[src/rtl/salsa20_pkg.sv]
// ============================================================================
// Module      : salsa20_pkg
// Description : Shared types and constants for the Salsa20 keystream XOR path.
// Revision    : 1.0
// ============================================================================
`default_nettype none

package salsa20_pkg;

    localparam int WORDS_PER_BLOCK = 16;
    localparam int IDX_W           = $clog2(WORDS_PER_BLOCK);
    localparam logic [IDX_W-1:0] LAST_IDX = IDX_W'(WORDS_PER_BLOCK - 1);

    typedef logic [31:0] word_t;
    typedef word_t [WORDS_PER_BLOCK-1:0] block_t;

    typedef enum logic [2:0] {
        IDLE   = 3'd0,
        FETCH  = 3'd1,
        WAIT   = 3'd2,
        STREAM = 3'd3,
        DRAIN  = 3'd4
    } state_t;

endpackage

`default_nettype wire

[src/rtl/salsa20_out_reg.sv]
// ============================================================================
// Module      : salsa20_out_reg
// Description : Single-entry valid/ready register carrying a data word and last.
// Revision    : 1.0
// ============================================================================
`default_nettype none

module salsa20_out_reg
    import salsa20_pkg::*;
(
    input  logic  clk,
    input  logic  rst,
    input  logic  in_valid_i,
    output logic  in_ready_o,
    input  word_t in_data_i,
    input  logic  in_last_i,
    output logic  out_valid_o,
    output word_t out_data_o,
    output logic  out_last_o,
    input  logic  out_ready_i
);

    logic  valid_q;
    word_t data_q;
    logic  last_q;

    assign in_ready_o  = !valid_q || out_ready_i;
    assign out_valid_o = valid_q;
    assign out_data_o  = data_q;
    assign out_last_o  = last_q;

    always_ff @(posedge clk) begin
        if (rst) begin
            valid_q <= 1'b0;
            data_q  <= '0;
            last_q  <= 1'b0;
        end else if (in_valid_i && in_ready_o) begin
            valid_q <= 1'b1;
            data_q  <= in_data_i;
            last_q  <= in_last_i;
        end else if (out_ready_i) begin
            valid_q <= 1'b0;
        end
    end

endmodule

`default_nettype wire

[src/rtl/salsa20_stream_xor.sv]
// ============================================================================
// Module      : salsa20_stream_xor
// Description : Fetches Salsa20 keystream blocks and XORs them onto a 32-bit stream.
// Revision    : 1.0
// ============================================================================
`default_nettype none

module salsa20_stream_xor
    import salsa20_pkg::*;
(
    input  logic         clk,
    input  logic         rst,
    input  logic         start,
    input  logic [63:0]  nonce,
    input  logic [63:0]  ctr_init,
    output logic         busy,
    output logic         ks_req,
    output logic [63:0]  ks_nonce,
    output logic [63:0]  ks_ctr,
    input  logic         ks_ack,
    input  logic         ks_valid,
    input  logic [511:0] ks_block,
    input  logic         din_valid,
    output logic         din_ready,
    input  logic [31:0]  din_data,
    input  logic         din_last,
    output logic         dout_valid,
    input  logic         dout_ready,
    output logic [31:0]  dout_data,
    output logic         dout_last,
    output logic         ctr_wrap
);

    state_t            state_q, state_d;
    logic [63:0]       ctr_q, ctr_d;
    logic [63:0]       nonce_q, nonce_d;
    logic              wrap_q, wrap_d;
    block_t            buf_q, buf_d;
    logic [IDX_W-1:0]  idx_q, idx_d;
    logic              oreg_ready;
    logic              push;

    assign ks_req    = (state_q == FETCH);
    assign ks_ctr    = ctr_q;
    assign ks_nonce  = nonce_q;
    assign busy      = (state_q != IDLE);
    assign ctr_wrap  = wrap_q;
    assign din_ready = (state_q == STREAM) && oreg_ready;
    assign push      = din_valid && din_ready;

    always_ff @(posedge clk) begin
        if (rst) begin
            state_q <= IDLE;
            ctr_q   <= '0;
            nonce_q <= '0;
            wrap_q  <= 1'b0;
            buf_q   <= '0;
            idx_q   <= '0;
        end else begin
            state_q <= state_d;
            ctr_q   <= ctr_d;
            nonce_q <= nonce_d;
            wrap_q  <= wrap_d;
            buf_q   <= buf_d;
            idx_q   <= idx_d;
        end
    end

    always_comb begin
        state_d = state_q;
        ctr_d   = ctr_q;
        nonce_d = nonce_q;
        wrap_d  = wrap_q;
        buf_d   = buf_q;
        idx_d   = idx_q;
        case (state_q)
            IDLE: begin
                if (start) begin
                    nonce_d = nonce;
                    ctr_d   = ctr_init;
                    wrap_d  = 1'b0;
                    state_d = FETCH;
                end
            end
            FETCH: begin
                // Counter advances on the request handshake so it always names the next unused block.
                if (ks_ack) begin
                    ctr_d   = ctr_q + 64'd1;
                    if (&ctr_q) begin
                        wrap_d = 1'b1;
                    end
                    state_d = WAIT;
                end
            end
            WAIT: begin
                if (ks_valid) begin
                    buf_d   = ks_block;
                    idx_d   = '0;
                    state_d = STREAM;
                end
            end
            STREAM: begin
                if (push) begin
                    idx_d = idx_q + 1'b1;
                    if (din_last) begin
                        state_d = DRAIN;
                    end else if (idx_q == LAST_IDX) begin
                        state_d = FETCH;
                    end
                end
            end
            DRAIN: begin
                if (dout_valid && dout_ready) begin
                    state_d = IDLE;
                end
            end
            default: state_d = IDLE;
        endcase
    end

    salsa20_out_reg u_out_reg (
        .clk         (clk),
        .rst         (rst),
        .in_valid_i  (push),
        .in_ready_o  (oreg_ready),
        .in_data_i   (din_data ^ buf_q[idx_q]),
        .in_last_i   (din_last),
        .out_valid_o (dout_valid),
        .out_data_o  (dout_data),
        .out_last_o  (dout_last),
        .out_ready_i (dout_ready)
    );

endmodule

`default_nettype wire

[config.mk]
export PLATFORM = sky130hd
export DESIGN_NAME = salsa20_stream_xor
export DESIGN_NICKNAME = d
export VERILOG_FILES = /design/src/rtl/salsa20_pkg.sv /design/src/rtl/salsa20_out_reg.sv /design/src/rtl/salsa20_stream_xor.sv
export SDC_FILE = /design/constraint.sdc
export NUM_CORES = 2
export LEC_CHECK = 0
export ABC_CLOCK_PERIOD_IN_PS = 4700
export CELL_PAD_IN_SITES_DETAIL_PLACEMENT = 1
export CELL_PAD_IN_SITES_GLOBAL_PLACEMENT = 1
export CORE_AREA = 2 2 332 334
export CTS_BUF_LIST = sky130_fd_sc_hd__clkbuf_2
export DETAILED_ROUTE_END_ITERATION = 6
export DIE_AREA = 0 0 334 336
export GPL_TIMING_DRIVEN = 0
export PLACE_DENSITY = 0.75
export SLEW_MARGIN = 40
export SYNTH_ARGS = -nofsm -noshare
export SYNTH_HDL_FRONTEND = slang
export SYNTH_SLANG_ARGS = --single-unit
[constraint.sdc]
create_clock -name clk -period 4.7 [get_ports clk]
set_clock_uncertainty 0.2 [all_clocks]
set_input_delay 0.94 -clock clk [delete_from_list [all_inputs] [get_ports clk]]
set_output_delay 0.94 -clock clk [all_outputs]
set_load 0.01 [all_outputs]
==> results.ini <==
[layout]
nMultiInputCombCells=2644
clock_area_share_pct=3.346
dominant_cells=non-clock buffers
nets=6050
clkbuf_count=274
regArea_um2=13650
drive_above_1_share_pct=8.424
antenna_cells=60
comb_area_um2=14690
inv_count=13
final_layout_top_logic_cells=nand2_1 (1213), clkdlybuf4s50_1 (843), dfxtp_1 (682)
num-nonclk-buffers=1840
bufAreaShareNonClock_pct=34.10
final_cells=6982
area_growth_pct=64.10
lay_top_count=nand2_1
comb_area_share_pct=30.31

[synth]
ys_ff=682
synth-main-ff-cell=dfxtp_1
yosysTopAreaCellShare_pct=46.23
netlist_top_cells_area=dfxtp_1 (46%), nand2_1 (15%), a21oi_1 (11%)
syn_avg_cell_area_um2=8.106
synth-cells-yosys=3643
syn-cell-area_um2=29530
yosysUniqueCellTypes=71
top_area_cell=dfxtp_1
yosys-top-cells-count=nand2_1 (1213), dfxtp_1 (682), a21oi_1 (654), clkbuf_1 (266), mux2i_1 (135)
syn_inst=3643
yosysSeqAreaShare_pct=46.23
edf_count=0
ys_area_um2=29530
yosysWarnings=0
ys_async_sr_fraction_pct=0
synth_top_cell_by_count=nand2_1

[power]
cellPowerDensity_nw_per_um2=287.9
leakage_uw=0.01661
vdd_drop_max_v=0.0001634

[floorplan]
die_h_um=336
die_width_um=334
fp_util_pct=27.24
dieArea_um2=112200
io_pins=846
nWellTaps=1414

[worst_setup_path]
critPathArrivalTime_ns=3.30
cp_max_fo=10
endpoint=busy
regToRegStartpoint=idx_q[0]$_SDFFE_PP0P_
startpoint_type=flip-flop
startpoint=state_q[0]$_SDFFE_PP0P_
worstPathRequired_ns=3.56
r2r_cells=9
rr_endpoint=u_out_reg.out_data_o[14]$_SDFFE_PP0P_
r2r_setup_slack_ns=0.92
critPathKind=flip-flop to primary output
worstSetupEndpointType=primary output

[route]
drtAntennaViolNets=0
drtIter0Drc=2902
vias=37540
routed_wl_mm=204.6
drcViolationCount=0
vias_per_cell=5.377
wl_per_cell_um=29.30
firstDrtPassIters=5

[timing]
finalClockPeriodUsage_pct=94.40
slew_violations=0
final-setup-viol-count=0
slew_headroom_pct=34.38
worst_pin_slew_ns=0.9843
hold_viol=0
period_minus_slack_ns=4.437
whs_ns=0.2498
max_freq_ghz=0.2254
fin_setup_tns_ns=0

[cts]
ctsHtreeMaxLevel=4
clk_path_buf_depth=3
cts_sinks=682
tritoncts=yes
worst_skew_pair.late_latency_ns=1.61
clockRootBuffer=clkbuf_2
clkTransAtPathRegs_ns=0.17
cts_buffers=187

[global_route]
use_met3_pct=10.60
overflow=0
antenna_found_initial=61
grtUsageMet1_pct=36.15
grt_pass1_wl_mm=283.0
grt_usage_pct=34.93
use_met2_pct=59.30
grt_pass1_vias=40450
busiest_layer=met2

[worst_hold_path]
hold_path.startpoint=ks_block[113]
min_to=buf_q[113]$_SDFFE_PP0P_
hold_depth=4
worstHoldPathType=input port to flip-flop

[flow_run]
tool_warnings=27
maxCapViolations=0

[placed_design]
gp_congestion=0.9591
port-buffer-count=843
dp_hpwl_mm=137.5
place_inst=5912

[outcome]
outcome=completed

## layer usage
layer | up-vias | wire [um]
met5 | - | 174
met4 | 28 | 17970
met3 | 853 | 17450
met2 | 2248 | 96720
met1 | 18210 | 72270
li1 | 16210 | -
## critical path: stages, from the launching register on
cell             delay, ns
dfxtp_1               0.30
buf_2                 0.17
clkbuf_4              0.23
clkbuf_4              0.25
or3_4                 0.43
clkdlybuf4s50_1       0.50
## logic make-up after synthesis
group	count (synthesis)	share of synthesized area [%]
AND-OR/OR-AND	948	18.75
buffers and inverters	317	4.169
flip-flops	682	46.23
AND/OR/NAND/NOR	1457	20.16
multiplexers	201	9.533
adder cells (fa/ha/maj)	2	0.08473
XOR/XNOR	36	1.068
## where the power goes
| part | leakage [uW] | switching (uW) | internal [uW] | total, uW |
|---|---|---|---|---|
| Combinational | 0.00983 | 1590 | 1470 | 3060 |
| Clock | 0.00125 | 3010 | 1570 | 4580 |
| Sequential | 0.00553 | 265 | 6040 | 6310 |
## state kept, by name (all words and copies together), names as in the netlist
| register | count |
|---|---|
| buf_q | 512 |
| ctr_wrap | 1 |
| idx_q | 4 |
| ks_ctr | 64 |
| ks_nonce | 64 |
| state_q | 3 |
| u_out_reg.out_data_o | 32 |
| u_out_reg.out_last_o | 1 |
| u_out_reg.out_valid_o | 1 |
## per-stage QoR
stage          cell area [um2]  setup slack (ns)  power (uW)  utilization, %
6_report                 48460            0.2632       13950           44.71
5_1_grt                  48420          -0.01195       14410           44.67
4_1_cts                  48280           0.04047       13630           44.54
3_5_place_dp             39870            0.7857        8817           36.78
3_3_place_gp             39740           0.01806        8767           36.66
2_1_floorplan            29530             1.988        7238               -
## repair_timing
item	CTS	global route
endpoints found under the hold margin	677	0
setup buffers	2	0
hold buffers	675	0
endpoints found under the setup margin	3	0
resized	7	0
==> images/final_placement.png <==
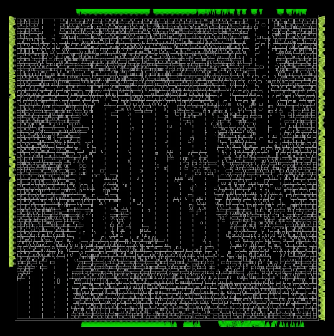
Final Util: 44.71%
Flops: 682
Core ar.: 108400 um2
filler cell count: 12850
cell row count: 121

==> images/cell_classes.png <==
The bar under the picture is 100 um long. Fill, decap, tap and diode cells in gray.
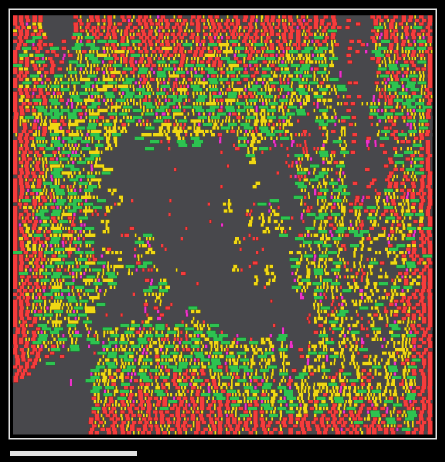
- flip-flops: green (cells 682; share of their area 29%)
- clock drivers and dummy loads: magenta (cells 329; share of their area 3.5%)
- other buffers and delay cells: red (cells 1840; share of their area 36%)
- all other logic: yellow (cells 2657; share of their area 32%)
flop share of the area: 28.17%
design area: 48460 um2

Power is estimated from default activity; no workload was simulated.
